Design blink_detector, sky130hd; sources not shown.
Figure 1. Clock nets (run 1).
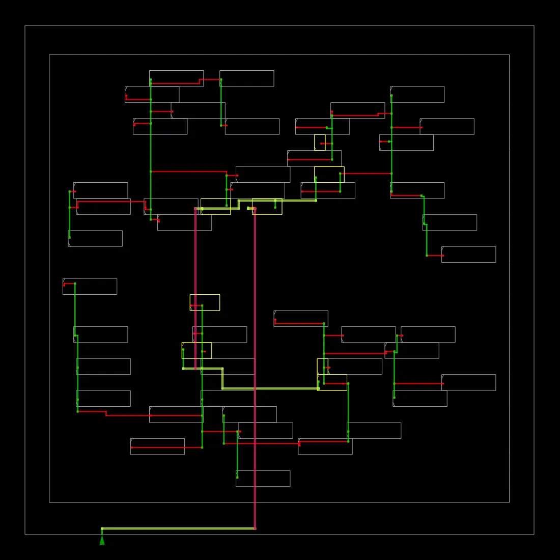
number of clock buffers in the layout: 6
clock insertion delay at the later pin of the skew report: 290 ps
Sinks on Clock Net: 44
Clock Power: 256 uW

Figure 2. Signal wires on met2 (run 1).
Scale: 4 px per um.
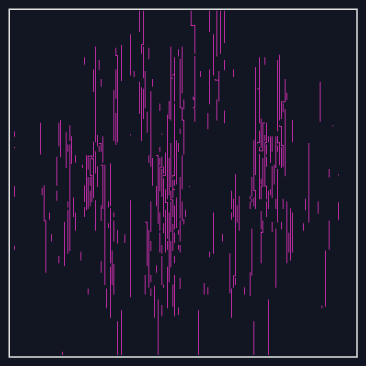
main direction = vertical
longest straight run = 29.9 um
total number of vias: 1264
M2 GR Usage: 0.175

Figure 3. Cell density map (run 1).
Scale: 4 px per um. 9 x 9 tiles, from black (low) to pale yellow (high), 0 to 100% covered.
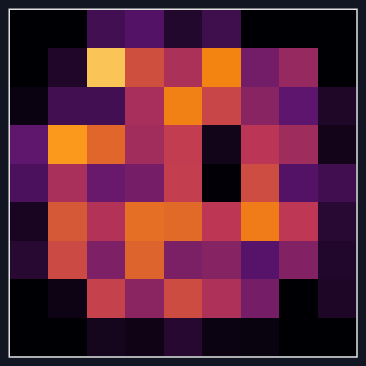
fullest tile = 87%
emptiest ninth of the die = lower right
tiles over 75% full = 2.5%
mean over tiles = 29%
fp util: 0.311
core utilization of the finished layout: 0.376
area of the core: 5960 um2

==> impl_metrics.csv, run 1 <==
group,metric,value,unit
critical_path,cp_buf_inv_count,0,
sta,timing.final.crit_period,2120,ps
global_routing,globalRouteOverflowTotal,0,
sta,max_slew_margin,0.419,
global_routing,vias_in_the_first_global_route,1331,
power_and_ir_drop,power.density,503,nW/um2
logic_synthesis,synthTopCellsByCount,"sky130_fd_sc_hd__dfrtp_1, sky130_fd_sc_hd__mux2_2, sky130_fd_sc_hd__nor2_1",
finish,area_delta_synth_final,21.1,%
finish,count_of_plain_and_timing_repair_buffers_in_the_layout,23,
global_routing,antenna_violations_before_repair,0,
finish,finalNonFillerCells,254,
place,port_buffers,22,
logic_synthesis,numSynthFlops,44,
sta,timing.final.ws_setup,2280,ps
finish,logic_gate_count,101,
cts,ctsHtreeMaxLevel,2,
finish,comb-cell-share,0.320,
drt,route.antenna.remaining_nets,0,
cts,cts_buffers,5,
finish,final.signal_inverter_count,3,
finish,nets,182,
critical_path,worstPathArrival,2340,ps
power_and_ir_drop,switchingPower,398,uW
place,detailedPlacementHpwl,2.51,mm
finish,fillers,607,
sta,slew_viol_final,0,
drt,routed_wire_length_per_instance,14.1,um
drt,drt-total-wl,3.58,mm
power_and_ir_drop,p_leak,0.000969,uW
logic_synthesis,yosys_warnings,6,
die,nWellTaps,75,
place,placed_area,2150,um2
finish,lay_top_cells,"sky130_fd_sc_hd__dfrtp_1, sky130_fd_sc_hd__clkdlybuf4s50_1, sky130_fd_sc_hd__mux2_2",
global_routing,grt.busiest_layer,"met2",
finish,area_share_nonclk_buffers,0.101,
logic_synthesis,top_area_cell,"sky130_fd_sc_hd__dfrtp_1",
global_routing,grt_use_total,0.111,
logic_synthesis,ys_sh_aoi,0.0690,
cts,clk_root_buffer_cell,"sky130_fd_sc_hd__clkbuf_8",
cts,holdBufCountCts,0,
critical_path,worst-path-stages,4,
finish,multiInputGateArea,717,um2
logic_synthesis,mappedNetlistArea,1850,um2
critical_path,cp_max_fo,6,
logic_synthesis,ys.flop_type,"sky130_fd_sc_hd__dfrtp_1",
critical_path,critPathRequiredTime,4620,ps
sta,final.setup.tns,0,ps
logic_synthesis,top_cell_area_share,0.595,
global_routing,maximum_number_of_pins_on_one_net_before_global_route_repair,45,
logic_synthesis,ys_async_sr_fraction,1.00,
global_routing,fraction_of_met1_tracks_used_by_global_routing,0.139,
drt,dr.first_iter.drc_count,33,
die,placement_rows,28,
logic_synthesis,synth.top_cells.by_area,"sky130_fd_sc_hd__dfrtp_1, sky130_fd_sc_hd__mux2_2, sky130_fd_sc_hd__nor2_1",
finish,antenna-diode-count,0,
logic_synthesis,post_synth.cell_area_avg,12.1,um2
critical_path,cpLargestDelayFamily,"simple AND/OR/NAND/NOR gates",
drt,wl_met1,1.61,mm
logic_synthesis,synth-edff-count,0,
global_routing,grt_first_pass_wirelength,6.33,mm
critical_path,worstPathCellList,"nor4_1 -> o211ai_1 -> or3_1 -> a21oi_1",
power_and_ir_drop,comb_power_share,0.309,
sta,worst_clock_skew,4.61,ps
cts,cts-root-to-sink-buffers,2,
place,gp_congestion,0.726,
power_and_ir_drop,power.sequential.total,522,uW
sta,setup_repair_after_global_routing_missed_its_margin,"no",
power_and_ir_drop,netSwitchingFraction,0.353,
logic_synthesis,post_synth_fa_ha_maj_area_fraction,0.00676,
status,status,"finished clean",
cts,cts_tree,"done",
power_and_ir_drop,power_combinational,348,uW
logic_synthesis,synth.most_common_cell,"sky130_fd_sc_hd__dfrtp_1",
drt,number_of_search_and_repair_iterations_in_the_first_detailed_routing_pass,4,
sta,maxClockFrequency,0.472,GHz
critical_path,critPathLaunchType,"register",
logic_synthesis,synth.cellmix.simpleShare,0.174,
sta,final_worst_hold_slack,132,ps
finish,sh_seq_area,0.491,
place,place_ws,2270,ps
job,log.warning_count,26,
logic_synthesis,yosys.stat.seqShare,0.595,
finish,final-clk-cell-share,0.0413,
power_and_ir_drop,power_frac_seq,0.464,
power_and_ir_drop,fin_total_pwr,1130,uW
## Run 2: what changed since run 1
==> constraint.sdc (replaced) <==
create_clock -name clk -period 2 [get_ports clk]
set_input_delay 0.2 -clock clk [delete_from_list [all_inputs] [get_ports clk]]
set_output_delay 0.2 -clock clk [all_outputs]
set_load 0.05 [all_outputs]
Figure 4. Cell density map (run 2).
Scale: 4 px per um. 9 x 9 tiles, from black (low) to pale yellow (high), 0 to 100% covered.
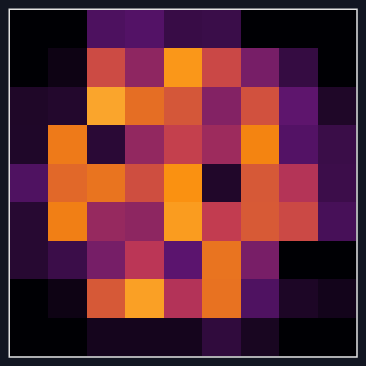
fullest tile = 81%
tiles over 75% full = 6.2%
emptiest ninth of the die = lower right
core utilization of the finished layout: 0.396

Figure 5. Power grid (run 2).
Scale: 4 px per um. Pins as bars on the die edge.
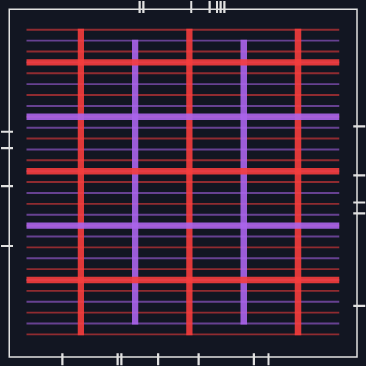
red -> VSS
purple -> VDD
met1 rails = 29
met4 straps = 5
signal pins = 23
rows = 28
worst supply voltage drop on vdd: 680 uV
height of the chip: 86.5 um

==> run 2 against run 1 <==
Net effect:
- the run now ends with hold timing left
- combinational power increased by 140%
- flip-flop count unchanged
- synthesized cell count unchanged
- global-route usage about the same
- critical endpoint is now run_cnt[8]$_DFFE_PN0P_
==> impl_metrics.csv, run 2 <==
group,metric,value,unit
status,status,"finished with violations",
status,failed_checks,"hold timing",
finish,final_design_area_no_fill,2360,um2
logic_synthesis,numSynthFlops,44,
job,log.warning_count,27,
finish,multiInputGateArea,717,um2
finish,fillers,614,
drt,wl_met1,1.70,mm
die,floorplan.core_util,0.311,
place,gp_congestion,0.778,
critical_path,worstPathCellList,"or4_4 -> or4b_4 -> or3_1 -> a21oi_1",
critical_path,cpLargestDelayFamily,"simple AND/OR/NAND/NOR gates",
logic_synthesis,synth.most_common_cell,"sky130_fd_sc_hd__dfrtp_1",
power_and_ir_drop,power_combinational,822,uW
global_routing,grt_use_total,0.111,
critical_path,critPathLaunchType,"register",
power_and_ir_drop,p_int,1730,uW
power_and_ir_drop,power_frac_seq,0.434,
cts,clock.latency.late_pin,290,ps
cts,cts_buffers,5,
place,placed_area,2250,um2
logic_synthesis,top_cell_area_share,0.595,
logic_synthesis,ys.flop_type,"sky130_fd_sc_hd__dfrtp_1",
logic_synthesis,ys_async_sr_fraction,1.00,
finish,final.signal_inverter_count,3,
finish,lay_top_cells,"sky130_fd_sc_hd__dfrtp_1, sky130_fd_sc_hd__clkdlybuf4s50_1, sky130_fd_sc_hd__mux2_2",
sta,setup_repair_after_global_routing_missed_its_margin,"yes",
sta,final_worst_hold_slack,-16.8,ps
power_and_ir_drop,power.clock.fraction,0.254,
logic_synthesis,synth.cellmix.simpleShare,0.174,
critical_path,critPathRequiredTime,2220,ps
die,placement_rows,28,
cts,cts_tree,"done",
global_routing,maximum_number_of_pins_on_one_net_before_global_route_repair,45,
critical_path,worstPathArrival,2200,ps
finish,final-clk-cell-share,0.0472,
sta,maxClockFrequency,0.506,GHz
logic_synthesis,yosys-mux-area-fraction,0.109,
logic_synthesis,yosys_warnings,6,
finish,comb-cell-share,0.304,
global_routing,grt_first_pass_wirelength,6.52,mm
global_routing,grt.met2_usage,0.182,
place,detailedPlacementHpwl,2.59,mm
power_and_ir_drop,power.density,1120,nW/um2
die,nWellTaps,75,
global_routing,fraction_of_met1_tracks_used_by_global_routing,0.138,
power_and_ir_drop,switchingPower,899,uW
finish,antenna-diode-count,0,
sta,final.setup.tns,0,ps
finish,count_of_plain_and_timing_repair_buffers_in_the_layout,35,
logic_synthesis,ys_sh_aoi,0.0690,
logic_synthesis,synth.top_cells.by_area,"sky130_fd_sc_hd__dfrtp_1, sky130_fd_sc_hd__mux2_2, sky130_fd_sc_hd__nor2_1",
place,number_of_placed_instances_with_taps_included,258,
global_routing,antenna_violations_before_repair,0,
finish,area_share_nonclk_buffers,0.138,
drt,routed_wire_length_per_instance,13.8,um
power_and_ir_drop,comb_power_share,0.312,
cts,clk_root_buffer_cell,"sky130_fd_sc_hd__clkbuf_8",
die,num_io_pins,23,
drt,vias,1306,
sta,slew_viol_final,0,
drt,number_of_search_and_repair_iterations_in_the_first_detailed_routing_pass,4,
cts,holdBufCountCts,0,
sta,worst_clock_skew,4.72,ps
global_routing,vias_in_the_first_global_route,1346,
logic_synthesis,mappedNetlistArea,1850,um2
finish,finalNonFillerCells,266,
die,coreArea,5960,um2
cts,cts.sink_count,44,
power_and_ir_drop,p_leak,0.00104,uW
logic_synthesis,top_area_cell,"sky130_fd_sc_hd__dfrtp_1",
sta,max_slew_margin,0.631,
power_and_ir_drop,clock_power,668,uW
power_and_ir_drop,netSwitchingFraction,0.341,
power_and_ir_drop,fin_total_pwr,2630,uW
cts,cts-root-to-sink-buffers,2,
critical_path,worst-path-stages,4,
critical_path,cp_buf_inv_count,0,
sta,timing.final.ws_setup,23.0,ps
drt,route.antenna.remaining_nets,0,
global_routing,grt.busiest_layer,"met2",
cts,ctsHtreeMaxLevel,2,
finish,nets,194,
cts,post_cts.repair.setup_buffers,0,
place,port_buffers,22,
logic_synthesis,synthTopCellsByCount,"sky130_fd_sc_hd__dfrtp_1, sky130_fd_sc_hd__mux2_2, sky130_fd_sc_hd__nor2_1",
logic_synthesis,post_synth_fa_ha_maj_area_fraction,0.00676,
sta,timing.final.crit_period,1980,ps
logic_synthesis,yosys.stat.seqShare,0.595,
finish,logic_gate_count,101,
sta,report.final.hold_viol_count,44,
finish,sh_seq_area,0.467,
drt,dr.first_iter.drc_count,43,
power_and_ir_drop,power.sequential.total,1140,uW
finish,area_delta_synth_final,27.5,%
global_routing,globalRouteOverflowTotal,0,
logic_synthesis,synth-edff-count,0,
finish,drive_above_1_share,0.215,
place,place_ws,-20.4,ps
finish,nClkBuffers,5,
drt,drt-total-wl,3.68,mm
logic_synthesis,post_synth.cell_area_avg,12.1,um2
No activity file was given, so power comes from the tool's default toggle rates.
